clocks.png
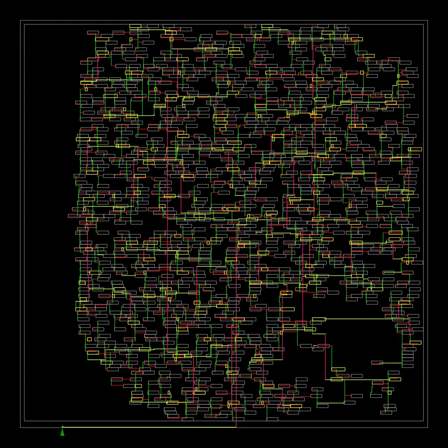
layer_met3.png
Scale bar: 100 um.
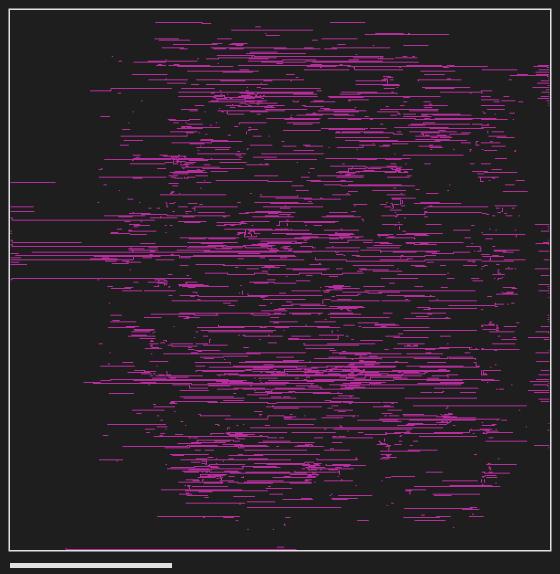
placement_by_type.png
Fill, decap, tap and diode cells in gray.
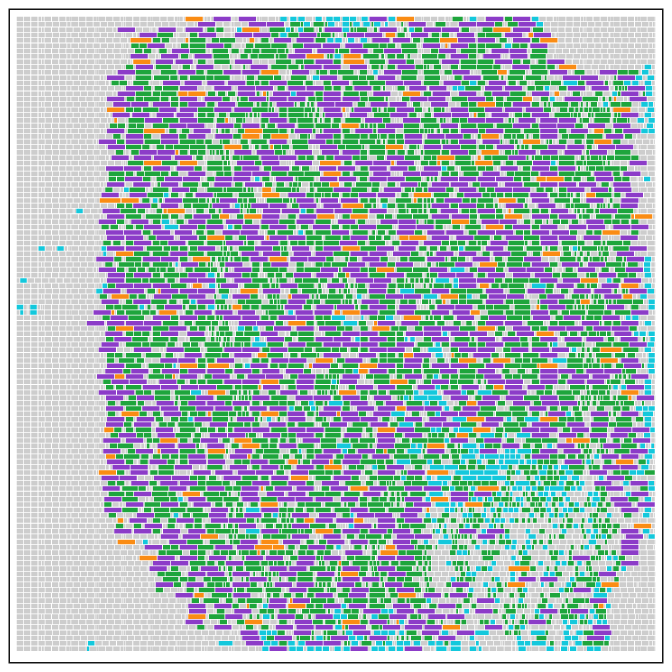
<file path="src/rtl/alu_operand_stage.sv">
// Operand stage in front of the ALU: architectural register file with
// write-through reads, operand B mux, a pending-write scoreboard that
// stalls on RAW/WAW hazards, and a valid/ready ALU input register.
module alu_operand_stage #(
  parameter int DATA_WIDTH = 32,
  parameter int REG_NUM    = 32,
  localparam int AW        = $clog2(REG_NUM)
) (
  input  logic                  clk,
  input  logic                  resetn,
  // decode side
  input  logic                  in_valid,
  output logic                  in_ready,
  input  logic [AW-1:0]         in_rs,
  input  logic [AW-1:0]         in_rt,
  input  logic [DATA_WIDTH-1:0] in_imm,
  input  logic                  in_use_imm,
  input  logic [2:0]            in_alu_op,
  input  logic [AW-1:0]         in_rd,
  input  logic                  in_rd_wen,
  // write-back port
  input  logic                  wb_wen,
  input  logic [AW-1:0]         wb_addr,
  input  logic [DATA_WIDTH-1:0] wb_data,
  // ALU side
  output logic                  out_valid,
  input  logic                  out_ready,
  output logic [DATA_WIDTH-1:0] out_A,
  output logic [DATA_WIDTH-1:0] out_B,
  output logic [2:0]            out_alu_op,
  output logic [AW-1:0]         out_rd,
  output logic                  out_rd_wen
);

  logic [DATA_WIDTH-1:0] regs [REG_NUM];
  logic [REG_NUM-1:0]    pending_reg;
  logic [REG_NUM-1:0]    pending_next;
  logic [REG_NUM-1:0]    eff_pending;
  logic [DATA_WIDTH-1:0] rs_data;
  logic [DATA_WIDTH-1:0] rt_data;
  logic                  wb_hit;
  logic                  hazard;
  logic                  accept;

  // Register 0 is hard zero, so a write-back aimed at it does nothing.
  assign wb_hit = wb_wen && (wb_addr != '0);

  // Register file write port; register 0 is never written and stays zero.
  always_ff @(posedge clk or negedge resetn) begin
    if (!resetn) begin
      for (int i = 0; i < REG_NUM; i++) begin
        regs[i] <= '0;
      end
    end else if (wb_hit) begin
      regs[wb_addr] <= wb_data;
    end
  end

  // Combinational reads; a same-cycle write-back to the read address is forwarded.
  always_comb begin
    rs_data = regs[in_rs];
    rt_data = regs[in_rt];
    if (wb_hit && (wb_addr == in_rs)) rs_data = wb_data;
    if (wb_hit && (wb_addr == in_rt)) rt_data = wb_data;
    if (in_rs == '0) rs_data = '0;
    if (in_rt == '0) rt_data = '0;
  end

  // A register being written back this cycle no longer counts as pending.
  generate
    for (genvar gi = 0; gi < REG_NUM; gi++) begin : g_eff_pending
      assign eff_pending[gi] = pending_reg[gi] && !(wb_wen && (wb_addr == AW'(gi)));
    end
  endgenerate

  assign hazard   = eff_pending[in_rs]
                  || (!in_use_imm && eff_pending[in_rt])
                  || (in_rd_wen && eff_pending[in_rd]);
  assign in_ready = !hazard && (!out_valid || out_ready);
  assign accept   = in_valid && in_ready;

  // Scoreboard update: write-back clears first, so a new producer's set wins.
  always_comb begin
    pending_next = pending_reg;
    if (wb_hit) pending_next[wb_addr] = 1'b0;
    if (accept && in_rd_wen && (in_rd != '0)) pending_next[in_rd] = 1'b1;
    pending_next[0] = 1'b0;
  end

  // Scoreboard state.
  always_ff @(posedge clk or negedge resetn) begin
    if (!resetn) begin
      pending_reg <= '0;
    end else begin
      pending_reg <= pending_next;
    end
  end

  // ALU input register: load on accept, drain when consumed, hold otherwise.
  always_ff @(posedge clk or negedge resetn) begin
    if (!resetn) begin
      out_valid  <= 1'b0;
      out_A      <= '0;
      out_B      <= '0;
      out_alu_op <= '0;
      out_rd     <= '0;
      out_rd_wen <= 1'b0;
    end else if (accept) begin
      out_valid  <= 1'b1;
      out_A      <= rs_data;
      out_B      <= in_use_imm ? in_imm : rt_data;
      out_alu_op <= in_alu_op;
      out_rd     <= in_rd;
      out_rd_wen <= in_rd_wen;
    end else if (out_ready) begin
      out_valid  <= 1'b0;
    end
  end

endmodule

</file>
<file path="config.mk">
export PLATFORM = sky130hd
export DESIGN_NAME = alu_operand_stage
export DESIGN_NICKNAME = d
export VERILOG_FILES = /design/src/rtl/alu_operand_stage.sv
export SDC_FILE = /design/constraint.sdc
export NUM_CORES = 2
export LEC_CHECK = 0
export CORE_MARGIN = 3
export CORE_UTILIZATION = 57
export DETAILED_ROUTE_END_ITERATION = 16
export PLACE_DENSITY = 0.83
export RECOVER_POWER = 100
export SETUP_SLACK_MARGIN = 0.4
export SLEW_MARGIN = 20
export SYNTH_ARGS = -nofsm -noshare
export SYNTH_HDL_FRONTEND = slang
export SYNTH_SLANG_ARGS = --single-unit
export TNS_END_PERCENT = 10
</file>
<file path="constraint.sdc">
create_clock -name clk -period 3.9 [get_ports clk]
set_clock_uncertainty 0.1 [all_clocks]
set_input_delay 0.78 -clock clk [delete_from_list [all_inputs] [get_ports clk]]
set_output_delay 0.78 -clock clk [all_outputs]
set_load 0.01 [all_outputs]
</file>
==> results_dict.tcl <==
# collected from the flow reports
set metrics [dict create \
    synth-adder-area-share_pct 0 \
    tns_ns -0.0709 \
    crit_chain "buf_2 -> buf_6 -> nand4_1 -> buf_4 -> o21ai_1 -> buf_4 -> o2111ai_2 -> nand4_1 -> nor4_2 -> or4b_4 -> nand3_4 -> inv_4 -> buf_6" \
    ys_seq_share_pct 46.5 \
    postCtsHoldBufs 1 \
    clkCellAreaFrac_pct 5.69 \
    aoi_share_pct 3.33 \
    synth.avg_cell_area_um2 14.1 \
    comb_cells 2705 \
    cap_violations 1 \
    layout_top_cell "dfrtp_1" \
    async_reset_ff_share_pct 100 \
    inv_count 14 \
    instances_no_fill 5968 \
    cpPeakStageDelay_ns 0.53 \
    io_buffers 168 \
    overflow 0 \
    status "finished, violations left" \
    sh_comb_area_pct 44.2 \
    grt_pass1_wl_um 282000 \
    ant_nets 0 \
    hold_ws_ns 0.298 \
    cts_setup_buffers 6 \
    slew_viol_final 29 \
    ys.flops 1129 \
    largest_cell_class "multi-input combinational cells" \
    setup_violations 1 \
    synth-edff-count 0 \
    dieWidth_um 332 \
    warnings 39 \
    vias_per_cell 7.11 \
    final-comb-area_um2 30900 \
    seq_area_um2 28300 \
    clock_path_buffers 3 \
    ir_drop_uv 425 \
    dpl.cell_count 5737 \
    finalCritPeriodShare_pct 102 \
    insertedDiodeCount 2 \
    synth_area_um2 60700 \
    slowest_stage "or4b_4" \
    worst_pin_slew_ns 2.50 \
    drtIter0Drc 4819 \
    tritoncts "built" \
    final-nonclk-buf-share_pct 7.09 \
    place_ws_ns -1.01 \
    syn_to_final_growth_pct 15.1 \
    power_mw 35.8 \
    synth-simple-area-share_pct 4.60 \
    buffers 514 \
    comb_power_share_pct 23.4 \
    power_leakage_nw 30.4 \
    xor_share_pct 0.159 \
    grt_pass1_vias 44595 \
    die-area_um2 110000 \
    h-tree-depth 3 \
    wirelength_um 187000 \
    vias 42419 \
    num-nets-final 4572 \
    largest_register_ffs 1024 \
    crit_type "input port to primary output" \
    p_sw_share_pct 27.8 \
    worst_path_dominant_cell_family "simple AND/OR/NAND/NOR gates" \
    p_sw_mw 9.98 \
    initCoreUtil_pct 57.6 \
    routabilityCongestion 0.923 \
    fin_ws_ns -0.0709 \
    fillers 7051 \
    drt_pass1_iterations 7 \
    grt_start_max_net_pins 154 \
    powerSeq_mw 15.9 \
    cp.arrival_ns 3.09 \
    pg_comb_mw 8.37 \
    fin_crit_ns 3.97 \
    synth_top_cell_by_area "dfrtp_1" \
    clkTransAtPathRegs_ns 0.06 \
    violations "capacitance limit, slew limit, setup timing" \
    crit_fanout 12 \
    drt-wirelength-per-cell_um 31.3 \
    ys_top_cells_by_area "dfrtp_1, mux4_2, mux2_2" \
    fmax_ghz 0.252 \
    top_area_share_pct 46.5 \
    dp_hpwl_um 109000 \
    root_buffer "clkbuf_16" \
    io_pins 169 \
    intPower_mw 25.9 \
    ys_top_logic_family "multiplexers" \
]
-- clocks.png (at the start) --
Clock Latency Late Sink: 0.71 ns
clk sink count: 1129
P_clk: 11.6 mW
# clk buffers: 165
Flops: 1129

-- layer_met3.png (at the start) --
The longest straight run is 150 um. The wires run mostly horizontal. The layer holds 11% of the routed length. The layer carries 19900 um of wire.

-- placement_by_type.png (at the start) --
Key: sequential cells = purple [cells 1129, share of their area 41%]; combinational and other logic = green [cells 2719, share of their area 45%]; remaining buffers and delay cells = cyan [cells 514, share of their area 7.3%]; clock drivers and dummy loads = orange [cells 213, share of their area 5.8%]
Post-Layout Inst Area: 69900 um2
utilization after layout: 66.3%
sequential cell area share: 40.4%
Core ar.: 105000 um2
site row count: 119

-- routing by layer --
| layer | vias up | share of wire (%) | GRT usage (%) |
|---|---|---|---|
| li1 | 16761 | - | - |
| met1 | 22076 | 36 | 43.4 |
| met2 | 2786 | 47 | 53.2 |
| met3 | 792 | 11 | 8.83 |
| met4 | 4 | 6.2 | 18.5 |
| met5 | - | 0.014 | 0 |
-- worst paths after layout --
path,start,end,slack [ns],cells after the start
setup / recovery,wb_wen,in_ready,-0.07,13
hold / removal,regs[1014],regs[1014],0.30,0
setup reg to reg,pending_reg[9],out_A[27],0.87,9
hold reg to reg,regs[1014],regs[1014],0.30,0
max in group asynchronous,resetn,regs[939],0.29,3
min in group asynchronous,resetn,regs[280],1.31,2
No activity file was given, so power comes from the tool's default toggle rates.
